[config.mk]
export PLATFORM = sky130hd
export DESIGN_NAME = tqvp_dlmiles_i2c_txarb
export DESIGN_NICKNAME = d
export VERILOG_FILES = /design/src/rtl/tqvp_dlmiles_i2c_txarb.sv
export SDC_FILE = /design/constraint.sdc
export NUM_CORES = 1
export LEC_CHECK = 0
export ABC_AREA = 1
export CORE_MARGIN = 10
export CORE_UTILIZATION = 30
export DETAILED_ROUTE_END_ITERATION = 16
export HOLD_SLACK_MARGIN = 0.03
export PLACE_DENSITY = 0.69
export SLEW_MARGIN = 5
export SYNTH_ARGS = -nofsm -noshare
export SYNTH_HDL_FRONTEND = slang
export SYNTH_SLANG_ARGS = --single-unit
export TNS_END_PERCENT = 5
[constraint.sdc]
create_clock -name clk -period 3.65 [get_ports clk]
set_input_delay 0.73 -clock clk [delete_from_list [all_inputs] [get_ports clk]]
set_output_delay 0.73 -clock clk [all_outputs]
set_load 0.005 [all_outputs]
[src/rtl/tqvp_dlmiles_i2c_txarb.sv]
// Two-requester lock arbiter for the I2C TX FIFO push port.
// Owner keeps the port until its last word; idle owners time out.
module tqvp_dlmiles_i2c_txarb #(
  parameter int WIDTH   = 12,
  parameter int TIMEOUT = 255
) (
  input  logic             clk,
  input  logic             rst_n,
  input  logic             flush_i,
  input  logic             req0_valid,
  input  logic [WIDTH-1:0] req0_data,
  input  logic             req0_last,
  output logic             req0_ready,
  input  logic             req1_valid,
  input  logic [WIDTH-1:0] req1_data,
  input  logic             req1_last,
  output logic             req1_ready,
  output logic             m_valid,
  output logic [WIDTH-1:0] m_data,
  input  logic             m_ready,
  output logic [1:0]       owner_o,
  output logic [1:0]       abort_o
);

  localparam int CW = (TIMEOUT > 0) ? $clog2(TIMEOUT + 1) : 1;
  localparam logic [CW-1:0] TMAX = CW'(TIMEOUT);
  localparam logic [CW-1:0] ONE  = CW'(1);

  typedef enum logic [1:0] {
    S_IDLE = 2'b00,
    S_OWN0 = 2'b01,
    S_OWN1 = 2'b10
  } state_t;

  state_t        r_state, w_state_n;
  logic          r_rr, w_rr_n;
  logic [CW-1:0] r_cnt, w_cnt_n;
  logic [1:0]    r_abort, w_abort_n;

  logic w_own0, w_own1, w_own;
  logic w_sel_valid, w_sel_last;
  logic w_xfer, w_tmo;

  assign w_own0 = (r_state == S_OWN0);
  assign w_own1 = (r_state == S_OWN1);
  assign w_own  = w_own0 | w_own1;

  assign w_sel_valid = (w_own0 & req0_valid) | (w_own1 & req1_valid);
  assign w_sel_last  = (w_own0 & req0_last)  | (w_own1 & req1_last);

  // Flush gates the push so the FIFO cannot take a word it is dropping.
  assign m_valid    = w_sel_valid & ~flush_i;
  assign m_data     = w_own0 ? req0_data :
                      w_own1 ? req1_data : '0;
  assign req0_ready = w_own0 & m_ready & ~flush_i;
  assign req1_ready = w_own1 & m_ready & ~flush_i;

  assign w_xfer = m_valid & m_ready;
  assign w_tmo  = (TIMEOUT != 0) && w_own && (r_cnt == TMAX);

  assign owner_o = {w_own1, w_own0};
  assign abort_o = r_abort;

  // Next-state, priority pointer, idle counter and abort pulse.
  always_comb begin
    w_state_n = r_state;
    w_rr_n    = r_rr;
    w_cnt_n   = r_cnt;
    w_abort_n = 2'b00;
    unique case (r_state)
      S_IDLE: begin
        w_cnt_n = '0;
        if (req0_valid && req1_valid)
          w_state_n = r_rr ? S_OWN1 : S_OWN0;
        else if (req0_valid)
          w_state_n = S_OWN0;
        else if (req1_valid)
          w_state_n = S_OWN1;
      end
      S_OWN0, S_OWN1: begin
        if (w_xfer && w_sel_last) begin
          w_state_n = S_IDLE;
          w_rr_n    = w_own0;
          w_cnt_n   = '0;
        end else if (w_tmo) begin
          w_state_n = S_IDLE;
          w_rr_n    = w_own0;
          w_cnt_n   = '0;
          w_abort_n = {w_own1, w_own0};
        end else if (w_xfer) begin
          w_cnt_n = '0;
        end else if (!w_sel_valid && r_cnt != TMAX) begin
          w_cnt_n = r_cnt + ONE;
        end
      end
      default: begin
        w_state_n = S_IDLE;
        w_cnt_n   = '0;
      end
    endcase
    if (flush_i) begin
      w_state_n = S_IDLE;
      w_rr_n    = r_rr;
      w_cnt_n   = '0;
      w_abort_n = 2'b00;
    end
  end

  // State registers.
  always_ff @(posedge clk or negedge rst_n) begin
    if (!rst_n) begin
      r_state <= S_IDLE;
      r_rr    <= 1'b0;
      r_cnt   <= '0;
      r_abort <= 2'b00;
    end else begin
      r_state <= w_state_n;
      r_rr    <= w_rr_n;
      r_cnt   <= w_cnt_n;
      r_abort <= w_abort_n;
    end
  end

endmodule

**Run 1: PDN straps and rails**

The bar under the picture is 20 um long. Pins as bars on the die edge.
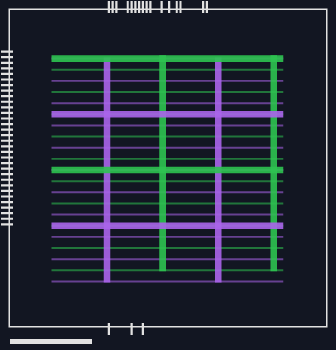
colour	net
purple	VSS
green	VDD
signal pins	51
met1 rails	21
met4 straps	4
rows	20

**Run 1: placement by cell class**

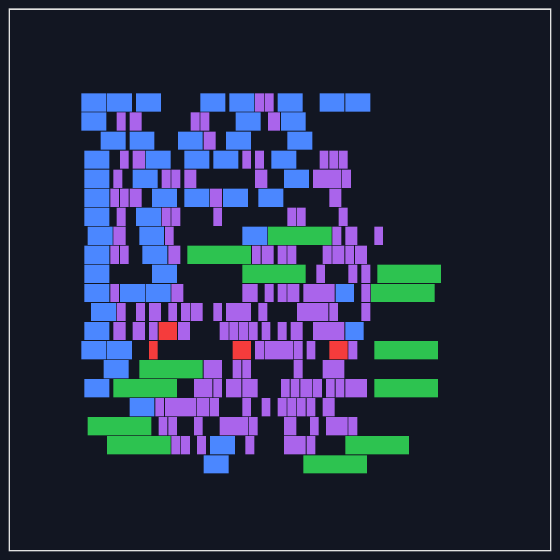
colour	class	cells
green	flip-flops	13
red	clock drivers and dummy loads	4
purple	all other logic	132
blue	other buffers and delay cells	52
final design utilization: 50.37%
core area: 3078 um^2

==> impl_metrics.toml, run 1 <==
# generated from flow reports
[critical_path]
start_kind = "register"
crit_chain = "inv_1, ha_1, buf_4, inv_1, nand3_1, nand2_1, clkdlybuf4s50_1"
critical_path_class = "reg2out"
slowest_delay_ns = 0.51
crit_top_cell = "inv_1"
required_ns = 2.92

[synth]
numSynthFlops = 13
yosysWarnings = 0
synth_area_per_cell_um2 = 6.531
top_cell_area_share_pct = 33.21

[global_route]
first_global_vias = 1121
antenna_found_initial = 0
grt_pass1_wl_um = 5078

[cells_and_area]
comb_area_um2 = 571.8
final_cell_mix = "nand2_1 (54), clkdlybuf4s50_1 (50), nand3_1 (20), nor2_1 (19)"
final-seq-area_um2 = 325.3
nFillCells = 319

[power_and_ir_drop]
p_switching_mw = 0.2038
internal_power_mw = 0.3432
leakage_nw = 0.7158

[outcome]
status = "completed"

[final_timing]
worst_pin_slew_ns = 0.6027
slew_headroom_pct = 59.69
holdWs_ns = 0.5101

[job]
cap_viol_max_count = 0

[route]
wirelength_um = 3054
wl_per_cell_um = 12.47

[floorplan]
die_w_um = 77.15
ios = 51
chipArea_um2 = 5951

[hold_path]
hold_path.class = "reg2reg"
**Run 1: clock distribution**

The bar under the picture is 20 um long.
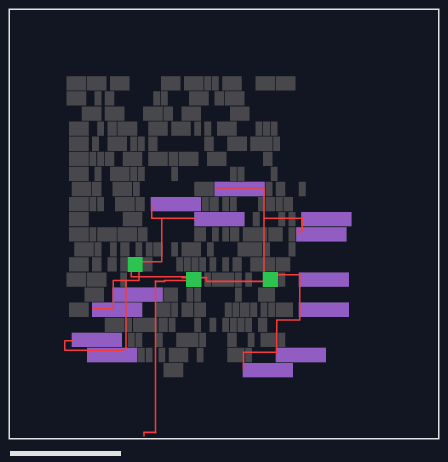
[green] cells driving clock nets | count: 3
[purple] flip-flops | count: 13
[red] clock wires | length: 200 um
routed clock nets	4
Max Clock Skew: 0.004019 ns
clock network power: 0.0910 mW
worst skew pair latency: 0.28 ns

## run 1: registers in the layout, summed over array words and instances, names as in the netlist
signal   cells
r_rr         1
abort_o      2
r_state      2
r_cnt        8
## run 1: metal layers
metal / GRT usage (%) / up-vias / wire length (um)
li1: - / 574 / -
met1: 10.88 / 484 / 1297
met2: 16.05 / 47 / 1307
met3: 6.294 / 4 / 392
met4: 2.920 / 0 / 56
met5: 0 / - / 0
## run 1: power groups by stage
| stage | sequential (mW) | combinational [mW] | clock (mW) |
|---|---|---|---|
| after floorplan | 0.164 | 0.147 | 0 |
| after global placement | 0.167 | 0.297 | 0 |
| after detailed placement | 0.167 | 0.295 | 0 |
| after CTS | 0.164 | 0.297 | 0.0927 |
| after global routing | 0.165 | 0.329 | 0.0997 |
| final | 0.164 | 0.292 | 0.0910 |
## run 1: final timing paths
kind / end / cells after the start / slack [ns] / from
max reg2reg: r_state[1] / 10 / 1.97 / r_state[0]
min: r_rr / 2 / 0.51 / r_rr
max in group asynchronous: abort_o[0] / 1 / 2.43 / rst_n
min reg2reg: r_rr / 2 / 0.51 / r_rr
max: m_data[4] / 7 / 0.75 / r_state[1]
min in group asynchronous: r_cnt[7] / 1 / 0.83 / rst_n
## run 1: logic make-up (layout without fill, tap and decap cells)
logic type               after synthesis  count (layout)  synth area share, %
XOR/XNOR                               4               4                3.577
adder cells (fa/ha/maj)                4               4                5.109
flip-flops                            13              13                33.21
buffers and inverters                 20              71                8.429
AND-OR/OR-AND                          3               3                1.787
AND/OR/NAND/NOR                      106             106                47.89
## run 1: cell type report
| type | count | share of cell area [%] |
|---|---|---|
| Inverter | 15 | 3.632 |
| Clock buffer | 4 | 1.695 |
| Tap cell | 44 | 3.551 |
| Timing Repair Buffer | 52 | 33.25 |
| Multi-Input combinational cell | 117 | 36.88 |
| Sequential cell | 13 | 20.98 |
## run 1: worst max-delay path, delay by kind of cell (launching register included)
| family | cells | cell delay [ns] |
|---|---|---|
| buffers and inverters | 4 | 1.11 |
| and+or+nand+nor | 2 | 0.22 |
| DFF | 1 | 0.39 |
| adders and majority gates | 1 | 0.17 |
## run 1: synth_stat cells
cell	n
inv_1	13
nor2_1	19
dfrtp_1	13
buf_4	2
nor2_4	1
nand3_1	20
nor3b_1	1
o21ai_1	1
ha_1	4
nor2_2	1
nor3_1	5
nand3_2	1
nand2_1	54
nand2_4	2
a21oi_1	1
clkbuf_1	3
xor2_1	3
inv_2	2
xnor2_1	1
nand4_1	2
a21o_1	1
## run 1: per-stage QoR
stage          setup slack, ns  total power, mW  util [%]  area (um^2)
2_1_floorplan            1.705           0.3114         -        979.7
3_3_place_gp            0.7820           0.4640     49.51         1524
3_5_place_dp            0.7590           0.4616     49.51         1524
4_1_cts                 0.7223           0.5540     50.37         1550
5_1_grt                 0.5857           0.5935     50.37         1550
6_report                0.7520           0.5471     50.37         1550
**Run 1: wiring by layer**

The bar under the picture is 20 um long.
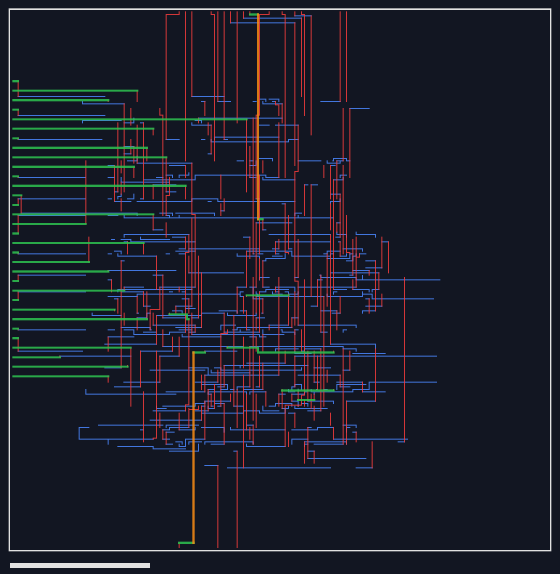

## Run 2: what changed since run 1
--- a/config.mk
+++ b/config.mk
@@ -10,7 +10,7 @@
 export CORE_UTILIZATION = 30
 export DETAILED_ROUTE_END_ITERATION = 16
 export HOLD_SLACK_MARGIN = 0.03
-export PLACE_DENSITY = 0.69
+export PLACE_DENSITY = 0.71
 export SLEW_MARGIN = 5
 export SYNTH_ARGS = -nofsm -noshare
 export SYNTH_HDL_FRONTEND = slang
==> constraint.sdc (replaced) <==
create_clock -name clk -period 2.45 [get_ports clk]
set_input_delay 0.49 -clock clk [delete_from_list [all_inputs] [get_ports clk]]
set_output_delay 0.49 -clock clk [all_outputs]
set_load 0.005 [all_outputs]
**Run 2: wiring by layer**

The bar under the picture is 20 um long.
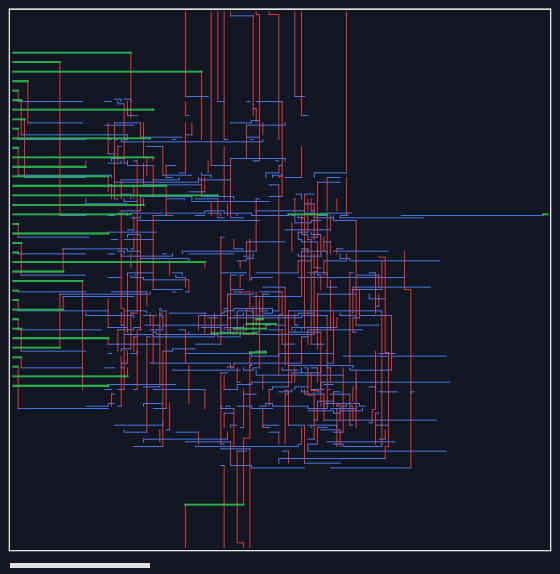
colour	layer	wire length
red	met2	1,330 um
green	met3	383 um
blue	met1	1,410 um
total global-route track usage: 10.29%
Wirelength per Cell: 12.34 um
drt total wl: 3122 um
vias: 1,114

**Run 2: clock distribution**

The bar under the picture is 20 um long.
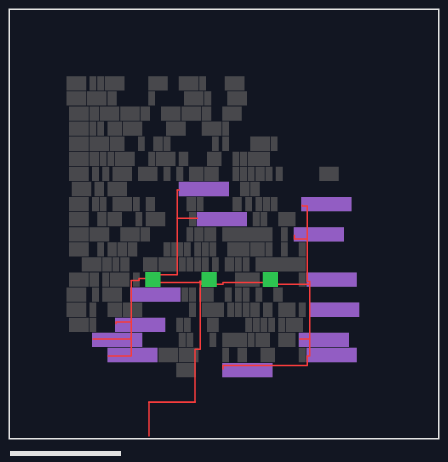
[green] cells driving clock nets | count: 3
[red] clock wires | length: 177 um
[purple] flip-flops | count: 13
routed clock nets	4
clock network power: 0.129 mW
power share of the clock group: 14.9%

==> run 2 against run 1 <==
  * Combinational power up 68%
  * Clock skew down 0.0014 ns
  * Via count up 0.45%
  * Register-to-register slack worse by 1.2 ns
  * Non-clock buffer count up 7
  * Clock power up 42%
  * Sequential share of layout area down 1.1 points
  * Die size unchanged
  * Largest cell class unchanged
  * Highest routed layer is now met3
==> impl_metrics.toml, run 2 <==
# generated from flow reports
[floorplan]
chipArea_um2 = 5951
die_w_um = 77.15
coreArea_um2 = 3078
ios = 51

[power_and_ir_drop]
internal_power_mw = 0.5534
p_switching_mw = 0.3157

[global_route]
grt_pass1_wl_um = 5119
first_global_vias = 1118
antenna_found_initial = 0

[critical_path]
r2r_end = "r_state[1]"
rr_worst_depth = 10
start_kind = "register"
crit_chain = "inv_2, ha_4, buf_4, nand3_1, nand2_1, clkdlybuf4s50_1"
critical_path.startpoint = "r_state[0]"
r2r_slack_ns = 0.78
rr_startpoint = "r_state[0]"

[synth]
common_cells = "nand2_1 (54), nand3_1 (20), nor2_1 (19)"
ys.flop_type = "dfrtp_1"
yosysWarnings = 0
top_cell_area_share_pct = 33.21
yosysMostFrequentCell = "nand2_1"
async_flop_share_pct = 100.0
synth_area_per_cell_um2 = 6.531

[outcome]
status = "completed"

[cells_and_area]
utilization_pct = 53.17
final_cell_mix = "nand2_1 (54), clkdlybuf4s50_1 (50), nand3_1 (20), nor2_1 (19), dfrtp_1 (13)"
nFillCells = 295
top_register = "r_cnt"
largest_register_ffs = 8

[place]
pre_cts_slack_ns = 0.1282

[final_timing]
slew_headroom_pct = 61.57
setup_ws_ns = 0.1107
worst_pin_slew_ns = 0.5746
skew_ns = 0.002662

[hold_path]
hold_path.class = "reg2reg"
worstHoldStart = "r_rr"
min_to = "r_rr"

[job]
cap_viol_max_count = 0
**Run 2: placement by cell class**

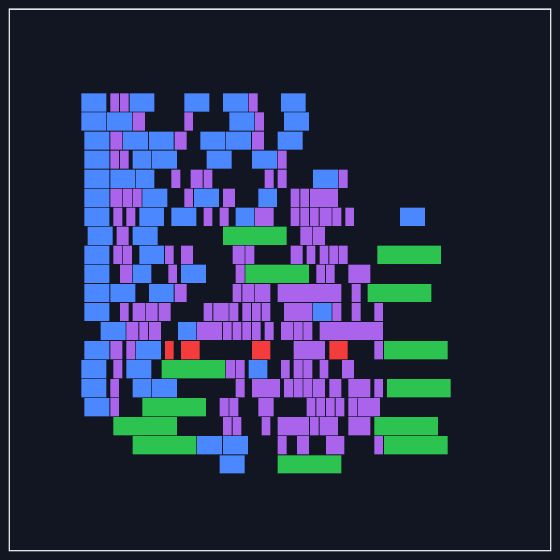
colour	class	cells
purple	all other logic	133
red	clock drivers and dummy loads	4
blue	other buffers and delay cells	59
green	flip-flops	13

==> run 2: cell families after synthesis <==
family | Yosys count | synth area share, %
adder cells (fa/ha/maj) | 4 | 5.109
buffers and inverters | 20 | 8.429
XOR/XNOR | 4 | 3.577
flip-flops | 13 | 33.21
AND-OR/OR-AND | 3 | 1.787
AND/OR/NAND/NOR | 106 | 47.89
==> run 2: critical path, delay by kind of cell (launching register included) <==
family,cells,cell delay (ns)
fa+ha+maj,1,0.19
buf+inv,3,0.80
flops,1,0.45
simple gates,2,0.14
==> run 2: power by group through the flow <==
stage          Combinational, mW  Clock, mW  Sequential (mW)
2_1_floorplan              0.219          0            0.245
3_3_place_gp               0.457          0            0.248
3_5_place_dp               0.456          0            0.249
4_1_cts                    0.461      0.134            0.244
5_1_grt                    0.547      0.144            0.252
6_report                   0.491      0.129            0.249
==> run 2: timing repair <==
item	4_1_cts	5_1_grt
gates cloned	0	1
gates resized	1	6
setup endpoints to repair	13	15
buffers inserted	0	4
==> run 2: layout make-up <==
cell class                 count  share of cell area [%]
sequential                    13                   19.88
multi-input combinational    117                   36.47
timing repair buffer          59                   34.71
timing repair inverter         1                  0.3058
tap                           44                   3.364
inverter                      15                   3.670
clock buffer                   4                   1.606
==> run 2: worst max path at each step <==
stage            endpoint  slack [ns]
5_1_grt         m_data[1]     -0.0009
4_1_cts         m_data[9]       -0.05
2_1_floorplan  m_data[10]        0.74
3_3_place_gp      m_valid        0.13
6_report        m_data[1]        0.11
3_5_place_dp      m_valid        0.13
==> run 2: layer usage <==
| layer | global-route usage (%) | share of wire (%) | vias to the layer above |
|---|---|---|---|
| met5 | 0 | 0 | - |
| met4 | 2.190 | 0 | 0 |
| met3 | 6.410 | 12 | 0 |
| met2 | 15.64 | 42 | 52 |
| met1 | 11.95 | 45 | 470 |
| li1 | - | - | 592 |
==> run 2: metrics by stage <==
step | area, um^2 | hold WS, ns | power [mW]
2_1_floorplan | 979.7 | 0.1944 | 0.4639
3_3_place_gp | 1546 | 0.4862 | 0.7051
3_5_place_dp | 1546 | 0.4915 | 0.7045
4_1_cts | 1575 | 0.5127 | 0.8394
5_1_grt | 1637 | 0.5690 | 0.9429
6_report | 1637 | 0.5089 | 0.8691
**Run 2: clock routing**

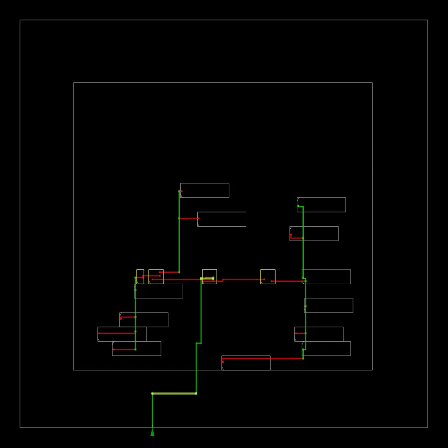

## Run 3: what changed since run 2
--- a/config.mk
+++ b/config.mk
@@ -7,10 +7,11 @@
 export LEC_CHECK = 0
 export ABC_AREA = 1
 export CORE_MARGIN = 10
-export CORE_UTILIZATION = 30
+export CORE_UTILIZATION = 35
 export DETAILED_ROUTE_END_ITERATION = 16
 export HOLD_SLACK_MARGIN = 0.03
-export PLACE_DENSITY = 0.71
+export PLACE_DENSITY = 0.8
+export RECOVER_POWER = 50
 export SLEW_MARGIN = 5
 export SYNTH_ARGS = -nofsm -noshare
 export SYNTH_HDL_FRONTEND = slang
**Run 3: clock routing**

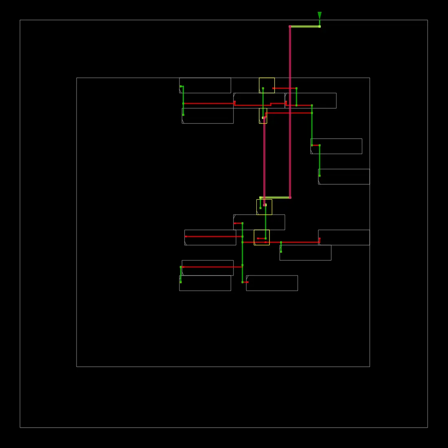
seq_cells: 13
worst skew pair latency: 0.27 ns

**Run 3: PDN straps and rails**

The bar under the picture is 20 um long. Pins as bars on the die edge.
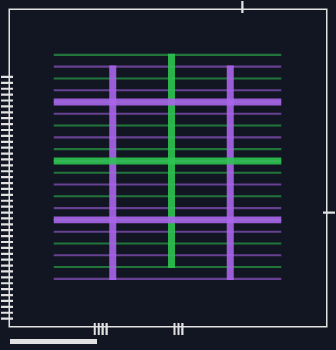
colour	net
green	VDD
purple	VSS
met5 straps	3
rows	19
signal pins	51
met4 straps	3

**Run 3: clock distribution**

The bar under the picture is 20 um long.
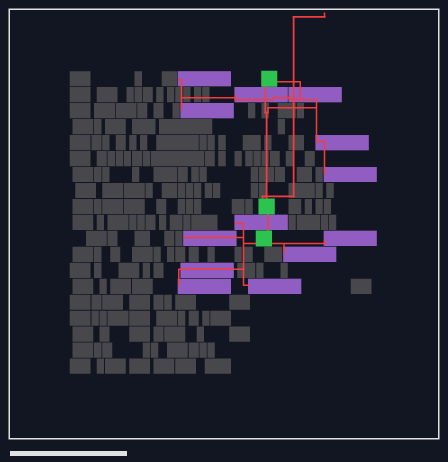
[purple] flip-flops | count: 13
[green] cells driving clock nets | count: 3
[red] clock wires | length: 186 um
routed clock nets	4

==> run 3 against run 2 <==
  * Critical path depth is 3 lower
  * Sequential cell count is the same
  * Sequential power is essentially flat
  * Sequential share of layout area grew 0.61 points
  * Final cell count shrank 7.1%
  * Hold slack better by 0.015 ns
  * Combinational power shrank 2%
  * Synthesized area stayed put
  * Power down 0.87%
  * Routed wire length grew 2.0%
  * Global-route usage grew 1.8 points
  * Via count is 0.90% lower
  * Highest routed layer is now met4
==> impl_metrics.toml, run 3 <==
# generated from flow reports
[floorplan]
die_w_um = 72.91
coreArea_um2 = 2710
rows = 19
chipArea_um2 = 5315

[critical_path]
required_ns = 1.96
critical_path_class = "in2out"

[hold_path]
hold_path.class = "reg2reg"

[cells_and_area]
final-seq-area_um2 = 325.3
largest_register_ffs = 8
utilization_pct = 58.59
nFillCells = 255
top_register = "r_cnt"
comb_area_um2 = 584.3
final_cell_mix = "nand2_1 (55), clkdlybuf4s50_1 (45), nand3_1 (21), nor2_1 (19), dfrtp_1 (13)"

[final_timing]
worst_pin_slew_ns = 0.5860
setup_ws_ns = 0.08179
skew_ns = 0.002298

[global_route]
grtUsageTotal_pct = 12.10
gr-usage-met3_pct = 8.844
use_met1_pct = 12.24
antenna_found_initial = 0
grt_pass1_wl_um = 5195
first_global_vias = 1130
top_usage_layer = "met2"

[route]
wl_per_cell_um = 13.55
wirelength_um = 3185

[synth]
numSynthFlops = 13
ys.flop_type = "dfrtp_1"
synth_area_per_cell_um2 = 6.531
edf_count = 0
common_cells = "nand2_1 (54), nand3_1 (20), nor2_1 (19)"
top_cell_area_share_pct = 33.21
yosysMostFrequentCell = "nand2_1"

[outcome]
status = "completed"

[power_and_ir_drop]
leakage_nw = 0.7576

[job]
cap_viol_max_count = 0
## run 3: cell counts after synthesis
Identical to the previous run, type by type.
## run 3: report_power, final
| group | leakage, nW | internal (mW) | switching (mW) |
|---|---|---|---|
| combinational | 0.565 | 0.249 | 0.230 |
| sequential | 0.178 | 0.230 | 0.0206 |
| clock | 0.0150 | 0.0631 | 0.0680 |
## run 3: critical path: stages
cell,delay [ns]
dlygate4sd3_1,0.62
nor3_1,0.21
clkdlybuf4s50_1,0.55
## run 3: cells by family after synthesis
logic type,Yosys count,synth area share [%]
AND-OR/OR-AND,3,1.787
XOR/XNOR,4,3.577
AND/OR/NAND/NOR,106,47.89
buffers and inverters,20,8.429
flip-flops,13,33.21
adder cells (fa/ha/maj),4,5.109
## run 3: cell type report
class	instances	share of cell area, %
multi-input combinational	117	36.80
sequential	13	20.49
timing repair buffer	55	34.83
inverter	15	3.783
clock buffer	4	1.655
tap	31	2.443
## run 3: layer usage
layer | wire length, um | vias up
met3 | 534 | 4
met4 | 46 | 0
met2 | 1350 | 51
met1 | 1253 | 474
li1 | - | 575
met5 | 0 | -
## run 3: timing repair
action                                  in CTS  in global routing
resized                                      2                  7
cloned                                       0                  0
setup buffers                                1                  0
hold buffers                                 0                  0
endpoints found under the setup margin      13                 14
## run 3: metrics by stage
stage,hold slack (ns),std cells,power (mW),TNS [ns],instance area [um^2]
5_1_grt,0.5632,235,0.9251,-0.007855,1588
3_3_place_gp,0.4905,230,0.6994,0,1523
3_5_place_dp,0.4974,230,0.7007,0,1523
6_report,0.5238,235,0.8615,0,1588
2_1_floorplan,0.1944,150,0.4639,0,979.7
4_1_cts,0.5154,235,0.8531,0,1575
## run 3: worst paths after layout
check / slack [ns] / cells past startpoint / to / start
min in group asynchronous: 0.65 / 1 / r_cnt[1] / rst_n
hold / removal: 0.52 / 2 / r_cnt[1] / r_cnt[1]
setup / recovery: 0.08 / 3 / req1_ready / flush_i
max in group asynchronous: 1.42 / 1 / r_cnt[7] / rst_n
setup reg to reg: 0.66 / 12 / r_cnt[5] / r_state[0]
hold reg to reg: 0.52 / 2 / r_cnt[1] / r_cnt[1]
Power and IR drop assume default switching activity.
